**Run 1: power grid**

Pins as bars on the die edge. Tap cells in grey.
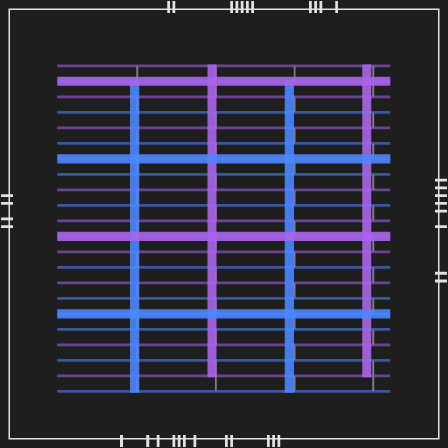
**Run 1: placed cells, one colour a class**

Bar = 20 µm.
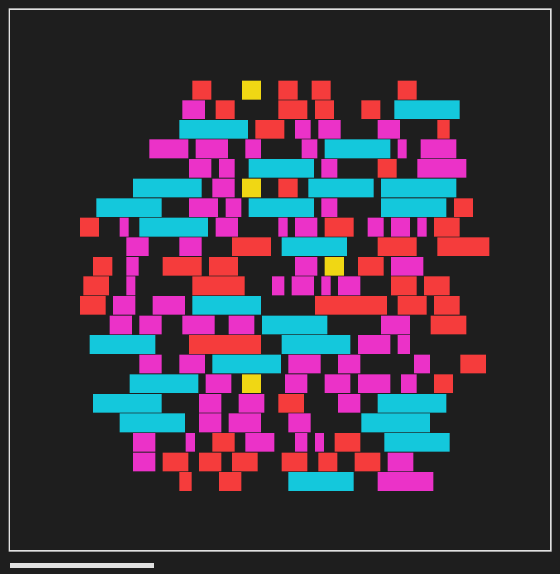
**Run 1: clock wires, drivers and flops**

Bar = 20 µm.
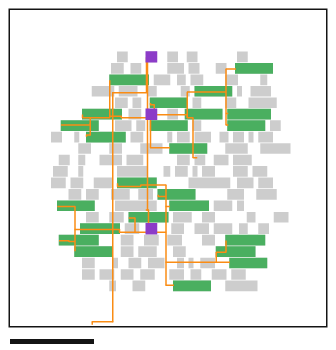
**Run 1: clock nets**

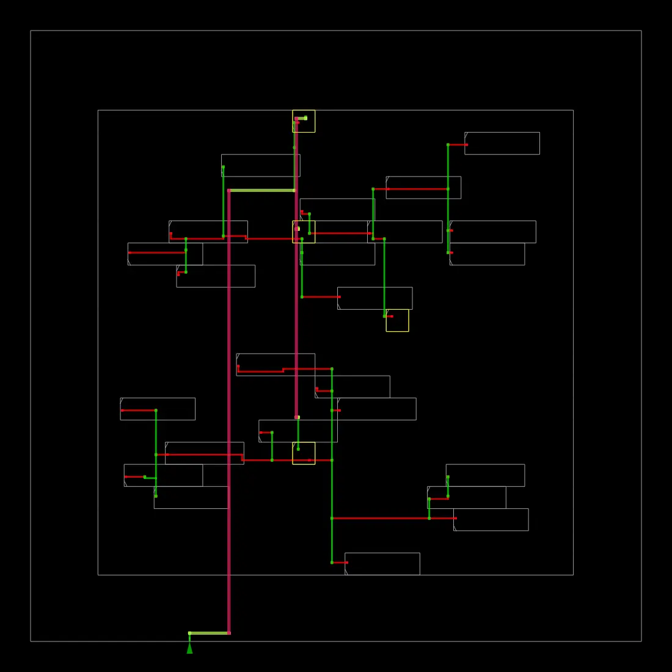
### src/rtl/mod_descr_pkg.sv
// Shared constants and types for the 6-bit additive descrambler and its
// matching scrambler. Optional feature macro: DESCR_BYPASS_EN (see top).
package mod_descr_pkg;

   localparam int unsigned DATA_W = 6;
   localparam int unsigned LFSR_W = 7;

   // Seed used whenever an all-zero seed is requested (zero locks the LFSR)
   localparam logic [LFSR_W-1:0] DEF_SEED = 7'h7F;

   // Feedback taps for x^7 + x^6 + 1; TAP_A is also the output bit
   localparam int unsigned TAP_A = 6;
   localparam int unsigned TAP_B = 5;

   typedef enum logic {
      IDLE = 1'b0,
      RUN  = 1'b1
   } state_t;

   // One Fibonacci step: shift left, feedback enters at bit 0
   function automatic logic [LFSR_W-1:0] lfsr_step(input logic [LFSR_W-1:0] s);
      return {s[LFSR_W-2:0], s[TAP_A] ^ s[TAP_B]};
   endfunction

   // Replace an illegal zero seed by the default one
   function automatic logic [LFSR_W-1:0] legal_seed(input logic [LFSR_W-1:0] s);
      return (s == '0) ? DEF_SEED : s;
   endfunction

endpackage

### src/rtl/mod_lfsr_step6.sv
// Combinational six-step LFSR advance: yields the 6-bit keystream for one
// word (first step's output lands in the MSB) and the state after six steps.
// Shared by the descrambler and the matching scrambler.
module mod_lfsr_step6
   import mod_descr_pkg::*;
(
   input  logic [LFSR_W-1:0] state_i,
   output logic [DATA_W-1:0] key_o,
   output logic [LFSR_W-1:0] next_o
);

   logic [LFSR_W-1:0] walk_s;

   // Unroll six LFSR steps, collecting the output bit of each
   always_comb begin
      walk_s = state_i;
      key_o  = '0;
      for (int unsigned i = 0; i < DATA_W; i++) begin
         key_o[DATA_W-1-i] = walk_s[TAP_A];
         walk_s            = lfsr_step(walk_s);
      end
      next_o = walk_s;
   end

endmodule

### src/rtl/mod_xor_descrambler_6b.sv
// Additive descrambler for the ALU 6-bit data path: each accepted word is
// XORed with a 6-bit slice of an x^7+x^6+1 keystream, one registered output
// stage with valid/ready on both sides.
// Optional macro DESCR_BYPASS_EN adds a BYPASS input that passes accepted
// words through unmodified without advancing the LFSR.
module mod_xor_descrambler_6b
   import mod_descr_pkg::*;
(
   input  logic              CLK,
   input  logic              RST,
   input  logic              SEED_LD,
   input  logic [LFSR_W-1:0] SEED_IN,
   input  logic              IN_VALID,
   output logic              IN_READY,
   input  logic [DATA_W-1:0] IN_DATA,
   output logic              OUT_VALID,
   input  logic              OUT_READY,
   output logic [DATA_W-1:0] OUT_DATA,
   output logic [7:0]        WORD_CNT,
   output logic              SEED_ERR
`ifdef DESCR_BYPASS_EN
   ,
   input  logic              BYPASS
`endif
);

   state_t            state_q;
   logic [LFSR_W-1:0] lfsr_q;
   logic [LFSR_W-1:0] lfsr_d;
   logic              out_valid_q;
   logic [DATA_W-1:0] out_data_q;
   logic [DATA_W-1:0] out_data_d;
   logic [7:0]        word_cnt_q;
   logic              seed_err_q;

   logic [LFSR_W-1:0] seed_d;
   logic              seed_zero;
   logic [DATA_W-1:0] key;
   logic [LFSR_W-1:0] lfsr_adv;
   logic              in_ready;
   logic              in_fire;
   logic              out_fire;
   logic              bypass_w;

`ifdef DESCR_BYPASS_EN
   assign bypass_w = BYPASS;
`else
   assign bypass_w = 1'b0;
`endif

   mod_lfsr_step6 u_step6 (
      .state_i (lfsr_q),
      .key_o   (key),
      .next_o  (lfsr_adv)
   );

   // Handshake decode, seed sanitising and next word / next LFSR selection
   always_comb begin
      seed_zero  = (SEED_IN == '0);
      seed_d     = legal_seed(SEED_IN);
      in_ready   = (state_q == RUN) & ~SEED_LD & (~out_valid_q | OUT_READY);
      in_fire    = IN_VALID & in_ready;
      out_fire   = out_valid_q & OUT_READY;
      out_data_d = bypass_w ? IN_DATA : (IN_DATA ^ key);
      lfsr_d     = bypass_w ? lfsr_q : lfsr_adv;
   end

   // Control FSM with registered datapath outputs
   always_ff @(posedge CLK or posedge RST) begin
      if (RST) begin
         state_q     <= IDLE;
         lfsr_q      <= DEF_SEED;
         out_valid_q <= 1'b0;
         out_data_q  <= '0;
         word_cnt_q  <= '0;
         seed_err_q  <= 1'b0;
      end else begin
         case (state_q)
            IDLE: begin
               if (SEED_LD) begin
                  lfsr_q     <= seed_d;
                  seed_err_q <= seed_err_q | seed_zero;
                  state_q    <= RUN;
               end
            end
            RUN: begin
               // in_fire is never true while SEED_LD is high, so the two
               // lfsr_q writers below are mutually exclusive; the output
               // drain is kept independent so a reseed does not block it.
               if (SEED_LD) begin
                  lfsr_q     <= seed_d;
                  seed_err_q <= seed_err_q | seed_zero;
               end
               if (in_fire) begin
                  lfsr_q      <= lfsr_d;
                  out_data_q  <= out_data_d;
                  out_valid_q <= 1'b1;
                  word_cnt_q  <= word_cnt_q + 8'd1;
               end else if (out_fire) begin
                  out_valid_q <= 1'b0;
               end
            end
            default: state_q <= IDLE;
         endcase
      end
   end

   assign IN_READY  = in_ready;
   assign OUT_VALID = out_valid_q;
   assign OUT_DATA  = out_data_q;
   assign WORD_CNT  = word_cnt_q;
   assign SEED_ERR  = seed_err_q;

`ifndef SYNTHESIS
   // A stalled output word must stay put until the consumer takes it
   a_hold: assert property (@(posedge CLK) disable iff (RST)
      (out_valid_q && !OUT_READY) |=> (out_valid_q && $stable(out_data_q)));

   // Words are only accepted once seeded
   a_ready_run: assert property (@(posedge CLK) disable iff (RST)
      in_ready |-> (state_q == RUN));
`endif

endmodule

### config.mk
export PLATFORM = sky130hd
export DESIGN_NAME = mod_xor_descrambler_6b
export DESIGN_NICKNAME = d
export VERILOG_FILES = /design/src/rtl/mod_descr_pkg.sv /design/src/rtl/mod_lfsr_step6.sv /design/src/rtl/mod_xor_descrambler_6b.sv
export SDC_FILE = /design/constraint.sdc
export NUM_CORES = 1
export LEC_CHECK = 0
export CELL_PAD_IN_SITES_DETAIL_PLACEMENT = 1
export CELL_PAD_IN_SITES_GLOBAL_PLACEMENT = 1
export CORE_MARGIN = 8
export CORE_UTILIZATION = 33
export CTS_BUF_LIST = sky130_fd_sc_hd__clkbuf_2 sky130_fd_sc_hd__clkbuf_4 sky130_fd_sc_hd__clkbuf_8
export DETAILED_ROUTE_END_ITERATION = 8
export GPL_TIMING_DRIVEN = 0
export MAX_ROUTING_LAYER = met4
export PLACE_DENSITY = 0.75
export SYNTH_ARGS = -nofsm -noshare
export SYNTH_HDL_FRONTEND = slang
export SYNTH_SLANG_ARGS = --single-unit
### constraint.sdc
create_clock -name CLK -period 1.4 [get_ports CLK]
set_clock_uncertainty 0.05 [all_clocks]
set_input_delay 0.21 -clock CLK [delete_from_list [all_inputs] [get_ports CLK]]
set_output_delay 0.21 -clock CLK [all_outputs]
set_load 0.1 [all_outputs]
==> summary.rpt, run 1 <==
FLOW METRICS REPORT
----------------------------------------------------
[Placement]
  Cell Count Post-Placement ........................ 176
  Placed cell areas ........................ 1620 µm²
  Post-Place Setup Slack ........................ -1.23 ns
  Port buffer count ........................ 34
  Half-perimeter wire length of the detailed placement result ........................ approximately 2200 µm
  Routability congestion estimate from global placement ........................ roughly 0.7

[Route]
  Detailed Route Iter0 Violations ........................ 36
  Total wire length after detailed routing ........................ 3130 µm
  Routed WL per cell ........................ 16.5 µm
  Antenna-violating nets left ........................ 0
  Vias post-DR ........................ slightly below 900
  Iteration tally of the first detailed-router pass ........................ 3
  Post-detailed-route DRC marker count ........................ 0
  Post-detailed-route via-to-cell ratio ........................ roughly 4.7

[Flow run]
  Warning total across the stage logs ........................ 29
  Maximum capacitance violations ........................ 0

[Layout]
  Finished Core Util ........................ 53.7%
  Most instantiated logic cells after routing ........................ sky130_fd_sc_hd__xnor2_1, sky130_fd_sc_hd__clkdlybuf4s50_1, sky130_fd_sc_hd__dfrtp_1
  Leading cell type in the layout, fill and taps excluded ........................ sky130_fd_sc_hd__xnor2_1
  Net count, final ........................ 162
  Count of non-filler cells in the finished layout ........................ about 190
  Layout Cell Area excl Fill ........................ 1790 µm²
  Fraction of final layout cells sized beyond drive strength 1 ........................ 46.5%
  Layout overhead on the synthesized area ........................ 55.7%

[Yosys]
  Post-synthesis cell count from yosys ........................ roughly 96
  Top cells by count ........................ sky130_fd_sc_hd__xnor2_1, sky130_fd_sc_hd__dfrtp_1, sky130_fd_sc_hd__a21oi_1, sky130_fd_sc_hd__dfstp_2
  Syn Inst Count ........................ 96
  Number of library cell types mapped by synthesis ........................ 27
  Top cells by area ........................ sky130_fd_sc_hd__dfrtp_1, sky130_fd_sc_hd__dfstp_2, sky130_fd_sc_hd__xnor2_1
  Warnings from Yosys ........................ 0
  Average footprint of a synthesized cell ........................ about 12 µm²
  Biggest area consumer among synthesized cells ........................ sky130_fd_sc_hd__dfrtp_1
  Area share of the leading cell type in the synthesized netlist ........................ a little under two fifths
  Register area share after synthesis ........................ a little over half
  Cell Area, Synth ........................ 1150 µm²
  Fraction of registers with async set/reset ........................ 100%
  Primary flip-flop cell chosen by synthesis mapping ........................ sky130_fd_sc_hd__dfrtp_1
  Number of enable-type register cells in the synthesized netlist ........................ 0
  Nets in the synthesized netlist ........................ between 100 and 150
  Chip Area, Yosys ........................ approximately 1200 µm²
  Count leader, synth ........................ sky130_fd_sc_hd__xnor2_1
  Flops out of synthesis ........................ 24

[Worst setup path]
  Element type at the critical path end ........................ output pin
  CP arrival ........................ ~1.4 ns
  Worst reg2reg path startpoint ........................ OUT_VALID
  Reg2reg path depth ........................ 4
  Worst endpoint required time ........................ ~1.1 ns
  Startpoint type of the worst setup path ........................ flip-flop
  Endpoint of the lowest-slack register-to-register path ........................ WORD_CNT[1]
  Worst reg-to-reg setup slack ........................ -0.21 ns
  Kind of critical path ........................ flip-flop to output pin
  Highest fanout seen on the critical path ........................ 3

[Floorplanning]
  Core Density at Floorplan ........................ between 30% and 40%
  Core box area ........................ 3340 µm²
  Horizontal extent of the die ........................ 75.1 µm
  Chip area ........................ between 5000 and 6000 µm²
  Top Ports ........................ 35
  Placement row count ........................ 21

[STA]
  Worst slew slack as a fraction of its limit ........................ approximately 39%
  Maximum clock rate ........................ about 0.6 GHz
  Final hold violation count ........................ 0
  Worst-margin pin slew ........................ just over 0.9 ns
  Final worst slack ........................ -0.238 ns
  Final worst path period share ........................ 117%
  Post-route minimum period ........................ 1.64 ns
  Setup repair after global routing missed its margin ........................ yes
  Total Neg Setup Slack ........................ -3.55 ns
  # setup viols final ........................ 24
  Slew Limit Fails ........................ 0

[Clock network]
  CTS H-tree depth ........................ 1
  TritonCTS clock tree ........................ done
  Number of buffers between clock root and the deepest sink ........................ 2
  Post-CTS clock slew at the launch and capture registers of the worst setup and hold paths ........................ 0.13 ns
  Hold-fix buffers, CTS ........................ 0
  Clock tree root driver cell ........................ sky130_fd_sc_hd__clkbuf_4

[Pwr]
  Leakage power total ........................ between 0.7 and 0.8 nW
  Power density over the cells ........................ between 1500 and 2000 nW/µm²

[Run status]
  Run status ........................ complete, but fails checks
  Violations in the final reports ........................ setup timing

[Global routing]
  Largest net degree at the start of global routing ........................ 25
  GRT Residual Overflow ........................ 0
  Total routing usage reported by global routing ........................ between 10% and 20%
  Antenna violations before repair ........................ 1
  First-pass GRT wire length ........................ between 5000 and 6000 µm
  Number of global-route vias before repair ........................ 1,048

[Min path]
  Hold/Removal Path Class ........................ input pin to async pin

----------------------------------------------------
Notes on 'power grid' above:
| net | colour |
|---|---|
| VDD | purple |
| VSS | blue |
signal pins: 35
tap cells: 46
met1 rails: 22
worst IR drop on VDD: 756 µV
die height: 75.1 µm

Notes on 'placed cells, one colour a class' above:
| class | colour | cells | share of their area |
|---|---|---|---|
| remaining buffers and delay cells | red | 46 | 28% |
| combinational and other logic | magenta | 68 | 34% |
| clock drivers and dummy loads | yellow | 4 | 1.7% |
| sequential cells | cyan | 24 | 36% |

Notes on 'clock wires, drivers and flops' above:
[flip-flops] green | count: 24
[clock wires] orange | length: 335 µm
[clock drivers] purple | count: 3
routed clock nets: 4
Clock Power Share: 10.6%
clock latency at the later pin of the worst-skew pair: 0.32 ns
clock group power: 335 µW

Notes on 'clock nets' above:
number of buffers inserted during clock tree synthesis: 3
final sequential cell count: 24
clk sink count: 24

==> run 1: sequential cells by signal, summed over array words and instances, names as in the netlist <==
signal,flops
SEED_ERR,1
state_q,1
OUT_DATA,6
lfsr_q,7
OUT_VALID,1
WORD_CNT,8
==> run 1: worst max-delay path: stages, from the launching register on <==
cell	delay, ns
sky130_fd_sc_hd__dfrtp_4	0.50
sky130_fd_sc_hd__nor2b_4	0.14
sky130_fd_sc_hd__nor3b_4	0.22
sky130_fd_sc_hd__buf_12	0.20
==> run 1: report_power, final <==
part / switching, mW / total, mW / internal [mW] / leakage [nW]
Clock: 0.204 / 0.335 / 0.131 / 0.0184
Combinational: 1.24 / 1.75 / 0.506 / 0.463
Sequential: 0.186 / 1.08 / 0.899 / 0.272
Total: 1.63 / 3.17 / 1.54 / 0.754
==> run 1: layout make-up <==
type / count / area [µm²]
buffer: 4 / 58.8
timing repair buffer: 42 / 433
antenna: 1 / 2.50
sequential: 24 / 617
fill: 364 / 1550
inverter: 1 / 3.75
tap: 46 / 57.6
multi-input combinational: 67 / 589
clock buffer: 4 / 30.0
==> run 1: metrics by stage <==
| stage | total power [mW] | hold slack (ns) |
|---|---|---|
| global placement | 2.78 | 0.401 |
| detailed placement | 2.81 | 0.420 |
| finish | 3.17 | 0.349 |
| CTS | 3.17 | 0.323 |
| global route | 3.32 | 0.370 |
| floorplan | 2.37 | 0.169 |
==> run 1: repair_timing <==
item                       in CTS  in global routing
pin swaps                      13                  3
cloned                          3                  0
gates resized                 121                  7
setup endpoints to repair      40                 30
setup buffers                   7                  0
==> run 1: worst max path at each step <==
stage / cells after the start / slack (ns) / to / from
floorplan: 2 / -0.50 / IN_READY / OUT_VALID
global placement: 4 / -1.20 / IN_READY / SEED_LD
detailed placement: 4 / -1.23 / IN_READY / SEED_LD
CTS: 3 / -0.25 / IN_READY / OUT_VALID
global route: 3 / -0.29 / IN_READY / OUT_VALID
finish: 3 / -0.24 / IN_READY / OUT_VALID
==> run 1: per-layer routing <==
metal / global-route usage [%] / vias to the layer above / share of wire (%)
met5: - / - / 0
met4: 10.4 / 0 / 3.6
met3: 1.46 / 7 / 3.7
met2: 21.9 / 21 / 52
met1: 13.7 / 438 / 41
li1: - / 428 / -
==> run 1: cell families (layout without fill, tap and decap cells) <==
family | Yosys count | count (layout) | share of synthesized area [%]
AND-OR/OR-AND | 15 | 15 | 9.35
XOR/XNOR | 19 | 19 | 14.5
adder cells (fa/ha/maj) | 1 | 1 | 1.09
buffers and inverters | 5 | 51 | 1.96
flip-flops | 24 | 24 | 52.9
multiplexers | 7 | 7 | 6.20
other | 0 | 1 | 0
AND/OR/NAND/NOR | 25 | 25 | 14.0
==> run 1 -> run 2 <==
--- a/config.mk
+++ b/config.mk
@@ -11,6 +11,7 @@
 export CORE_UTILIZATION = 33
 export CTS_BUF_LIST = sky130_fd_sc_hd__clkbuf_2 sky130_fd_sc_hd__clkbuf_4 sky130_fd_sc_hd__clkbuf_8
 export DETAILED_ROUTE_END_ITERATION = 8
+export GPL_ROUTABILITY_DRIVEN = 0
 export GPL_TIMING_DRIVEN = 0
 export MAX_ROUTING_LAYER = met4
 export PLACE_DENSITY = 0.75
**Run 2: power grid**

Pins as bars on the die edge. Tap cells in grey.
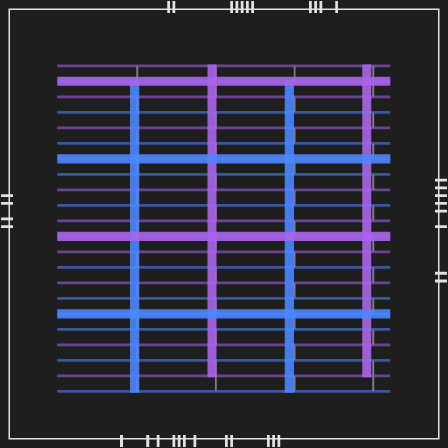
| net | colour |
|---|---|
| VDD | purple |
| VSS | blue |
rows: 21
signal pins: 35
met5 straps: 4
horizontal extent of the die: 75.1 µm
core box area: 3340 µm²

**Run 2: placed cells, one colour a class**

Bar = 20 µm.
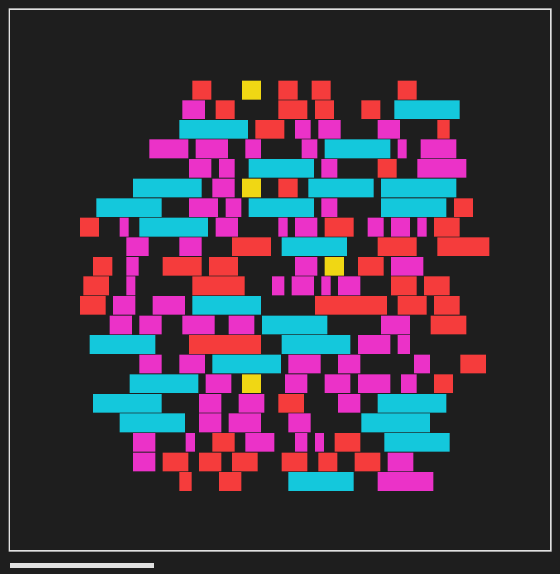
| class | colour | cells | share of their area |
|---|---|---|---|
| combinational and other logic | magenta | 68 | 34% |
| clock drivers and dummy loads | yellow | 4 | 1.7% |
| sequential cells | cyan | 24 | 36% |
| remaining buffers and delay cells | red | 46 | 28% |
Layout Cell Area excl Fill: 1790 µm²
Finished Core Util: 53.7%
sequential share of cell area: 34.4%

**Run 2: clock wires, drivers and flops**

Bar = 20 µm.
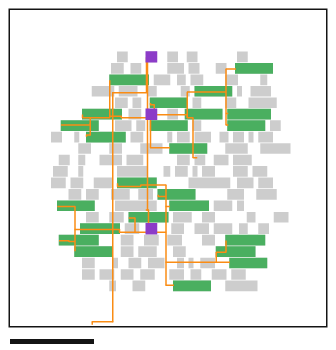
[flip-flops] green | count: 24
[clock wires] orange | length: 335 µm
[clock drivers] purple | count: 3
routed clock nets: 4

==> run 2 against run 1 <==
  * The flow still finishes with violations (setup timing)
  * Flip-flop count unchanged
  * Register-to-register slack barely moved
  * Clock power is essentially flat
  * Via count did not move
  * Sequential share of layout area did not move
  * Critical path depth unchanged
  * Total power is the same
  * Wire length stayed put
  * Non-clock buffer count unchanged
  * Count of clock-buffer cells in the layout is the same
  * Combinational power about the same
  * Final cell count stayed put
==> summary.rpt, run 2 <==
FLOW METRICS REPORT
----------------------------------------------------
[Clock network]
  Number of buffers inserted during clock tree synthesis ........................ 3 (unchanged)
  CTS H-tree depth ........................ 1 (unchanged)
  Number of buffers between clock root and the deepest sink ........................ 2 (unchanged)
  Post-CTS clock slew at the launch and capture registers of the worst setup and hold paths ........................ 0.13 ns (about the same)
  Clock latency at the later pin of the worst-skew pair ........................ 0.32 ns (about the same)
  Clk sink count ........................ 24 (unchanged)
  Clock tree root driver cell ........................ sky130_fd_sc_hd__clkbuf_4
  Hold-fix buffers, CTS ........................ 0 (unchanged)
  TritonCTS clock tree ........................ done

[Yosys]
  Top cells by area ........................ sky130_fd_sc_hd__dfrtp_1, sky130_fd_sc_hd__dfstp_2, sky130_fd_sc_hd__xnor2_1
  Post-synthesis cell count from yosys ........................ 96 (unchanged)
  Warnings from Yosys ........................ 0 (unchanged)
  Top cells by count ........................ sky130_fd_sc_hd__xnor2_1, sky130_fd_sc_hd__dfrtp_1, sky130_fd_sc_hd__a21oi_1, sky130_fd_sc_hd__dfstp_2
  Flops out of synthesis ........................ 24 (unchanged)
  Area share of the leading cell type in the synthesized netlist ........................ 37.0% (unchanged)
  Number of enable-type register cells in the synthesized netlist ........................ 0 (unchanged)
  Register area share after synthesis ........................ 52.9% (unchanged)
  Biggest area consumer among synthesized cells ........................ sky130_fd_sc_hd__dfrtp_1
  Number of library cell types mapped by synthesis ........................ 27 (unchanged)
  Cell Area, Synth ........................ 1150 µm² (unchanged)
  Syn Inst Count ........................ 96 (unchanged)
  Nets in the synthesized netlist ........................ 115 (unchanged)
  Average footprint of a synthesized cell ........................ 12.0 µm² (unchanged)
  Count leader, synth ........................ sky130_fd_sc_hd__xnor2_1
  Fraction of registers with async set/reset ........................ 100% (unchanged)
  Primary flip-flop cell chosen by synthesis mapping ........................ sky130_fd_sc_hd__dfrtp_1
  Chip Area, Yosys ........................ 1150 µm² (unchanged)

[Route]
  Vias post-DR ........................ 894 (unchanged)
  Routed WL per cell ........................ 16.5 µm (unchanged)
  Antenna-violating nets left ........................ 0 (unchanged)
  Iteration tally of the first detailed-router pass ........................ 3 (unchanged)
  Detailed Route Iter0 Violations ........................ 36 (unchanged)
  Post-detailed-route via-to-cell ratio ........................ 4.73 (unchanged)
  Post-detailed-route DRC marker count ........................ 0 (unchanged)
  Total wire length after detailed routing ........................ 3130 µm (unchanged)

[Pwr]
  Cell Int Power ........................ 1.54 mW (unchanged)
  Power density over the cells ........................ 1770 nW/µm² (unchanged)
  Switching part of the total power ........................ 51.5% (unchanged)
  Worst IR drop on VDD ........................ 756 µV (unchanged)
  Sequential cell fraction of total power ........................ 34.3% (about the same)
  Switching power total ........................ 1.63 mW (unchanged)
  Clock Power Share ........................ 10.6% (about the same)
  Comb power frac ........................ 55.2% (about the same)
  Leakage power total ........................ 0.754 nW (unchanged)

[Layout]
  Net count, final ........................ 162 (unchanged)
  Leading cell type in the layout, fill and taps excluded ........................ sky130_fd_sc_hd__xnor2_1
  Fraction of final layout cells sized beyond drive strength 1 ........................ 46.5% (unchanged)
  Layout overhead on the synthesized area ........................ 55.7% (unchanged)
  Number of filler instances in the final layout ........................ 364 (unchanged)
  Most instantiated logic cells after routing ........................ sky130_fd_sc_hd__xnor2_1, sky130_fd_sc_hd__clkdlybuf4s50_1, sky130_fd_sc_hd__dfrtp_1
  Number of flip-flops in the largest register ........................ 8 (unchanged)

[Worst setup path]
  Startpoint type of the worst setup path ........................ flip-flop
  Element type at the critical path end ........................ output pin
  Family with the most delay on the worst path ........................ flip-flops
  Largest incremental delay on the critical path ........................ 0.50 ns (about the same)
  Max stage delay cell, worst path ........................ sky130_fd_sc_hd__dfrtp_4
  Worst endpoint required time ........................ 1.14 ns (about the same)
  Chain of cells forming the critical path ........................ nor2b_4, nor3b_4, buf_12
  Kind of critical path ........................ flip-flop to output pin
  Critical path buffers and inverters ........................ 1 (unchanged)
  Highest fanout seen on the critical path ........................ 3 (unchanged)
  CP arrival ........................ 1.38 ns (about the same)

[Run status]
  Violations in the final reports ........................ setup timing
  Run status ........................ complete, but fails checks

[STA]
  Final hold violation count ........................ 0 (unchanged)
  Post-route minimum period ........................ 1.64 ns (unchanged)
  WHS ........................ 0.349 ns (unchanged)
  Setup repair after global routing missed its margin ........................ yes
  Final worst slack ........................ -0.238 ns (unchanged)
  Maximum clock rate ........................ 0.611 GHz (unchanged)
  Final worst path period share ........................ 117% (unchanged)
  Worst-margin pin slew ........................ 0.912 ns (unchanged)
  Slew Limit Fails ........................ 0 (unchanged)
  # setup viols final ........................ 24 (unchanged)
  Worst slew slack as a fraction of its limit ........................ 39.2% (unchanged)

[Flow run]
  Warning total across the stage logs ........................ 29 (unchanged)
  Maximum capacitance violations ........................ 0 (unchanged)

[Global routing]
  First-pass GRT wire length ........................ 5210 µm (unchanged)
  Total routing usage reported by global routing ........................ 13.1% (unchanged)
  GRT Residual Overflow ........................ 0 (unchanged)
  Number of global-route vias before repair ........................ 1,048 (unchanged)
  Antenna violations before repair ........................ 1 (unchanged)
  Largest net degree at the start of global routing ........................ 25 (unchanged)

[Floorplanning]
  Placement row count ........................ 21 (unchanged)
  Chip area ........................ 5630 µm² (unchanged)
  Core Density at Floorplan ........................ 34.5% (unchanged)
  Top Ports ........................ 35 (unchanged)

[Min path]
  Hold/Removal Path Class ........................ input pin to async pin

[Placement]
  Port buffer count ........................ 34 (unchanged)
  Half-perimeter wire length of the detailed placement result ........................ 2200 µm (unchanged)
  Post-Place Setup Slack ........................ -1.23 ns (unchanged)

----------------------------------------------------
run 2: cell counts in the layout (fill, tap and decap cells not counted):
Identical to the previous run, type by type.
run 2: through the flow:
step                      instance area [µm²]  instances  TNS, ns  util, %  power, mW
after global placement                   1620        176   -18.76     48.6       2.78
final                                    1790        189    -3.55     53.7       3.17
after CTS                                1790        190    -4.17     53.7       3.17
after floorplan                          1220         96    -6.59        -       2.37
after global routing                     1790        189    -5.08     53.7       3.32
after detailed placement                 1620        176   -20.14     48.6       2.81
run 2: worst reg2reg max path, cell delays in order, from the launching register on:
cell                       delay (ns)
sky130_fd_sc_hd__dfrtp_4         0.50
sky130_fd_sc_hd__nor2b_4         0.14
sky130_fd_sc_hd__and4bb_2        0.37
sky130_fd_sc_hd__buf_8           0.16
sky130_fd_sc_hd__mux2_4          0.30
run 2: cell type report:
class / instances / area, µm² / share of cell area [%]
well taps: 46 / 57.6 / 3.21
clock buffers: 4 / 30.0 / 1.68
repair buffers: 42 / 433 / 24.2
diodes: 1 / 2.50 / 0.140
plain buffers: 4 / 58.8 / 3.28
multi-input cells: 67 / 589 / 32.9
flip-flops and latches: 24 / 617 / 34.4
inverters: 1 / 3.75 / 0.209
run 2: per-layer routing:
layer | vias to the layer above | track usage, % | routed length (µm)
met5 | - | - | 0
met4 | 0 | 10.4 | 112
met3 | 7 | 1.46 | 117
met2 | 21 | 21.9 | 1610
met1 | 438 | 13.7 | 1280
li1 | 428 | - | -
run 2: power by group through the flow:
stage	combinational [mW]	sequential (mW)	clock [mW]
floorplan	0.415	1.96	0
global placement	1.69	1.08	0
detailed placement	1.71	1.10	0
CTS	1.74	1.08	0.349
global route	1.83	1.11	0.376
finish	1.75	1.08	0.335
run 2: logic make-up after synthesis:
kind of cell,after synthesis,share of synthesized area [%]
simple gates,25,14.0
flops,24,52.9
xor+xnor,19,14.5
compound gates,15,9.35
mux,7,6.20
buf+inv,5,1.96
fa+ha+maj,1,1.09
run 2: final timing paths:
check	to	startpoint	slack, ns	cells past startpoint
hold / removal	WORD_CNT[6]	RST	0.35	2
setup reg to reg	WORD_CNT[1]	OUT_VALID	-0.21	4
setup / recovery	IN_READY	OUT_VALID	-0.24	3
hold reg to reg	SEED_ERR	SEED_ERR	0.44	1
max in group asynchronous	OUT_VALID	RST	0.30	2
min in group CLK	lfsr_q[6]	SEED_IN[6]	0.37	3
run 2: repair_timing:
item	4_1_cts	5_1_grt
cloned	3	0
setup endpoints to repair	40	30
pin swaps	13	3
resized	121	7
buffers inserted	7	0
Power is estimated from default activity; no workload was simulated.
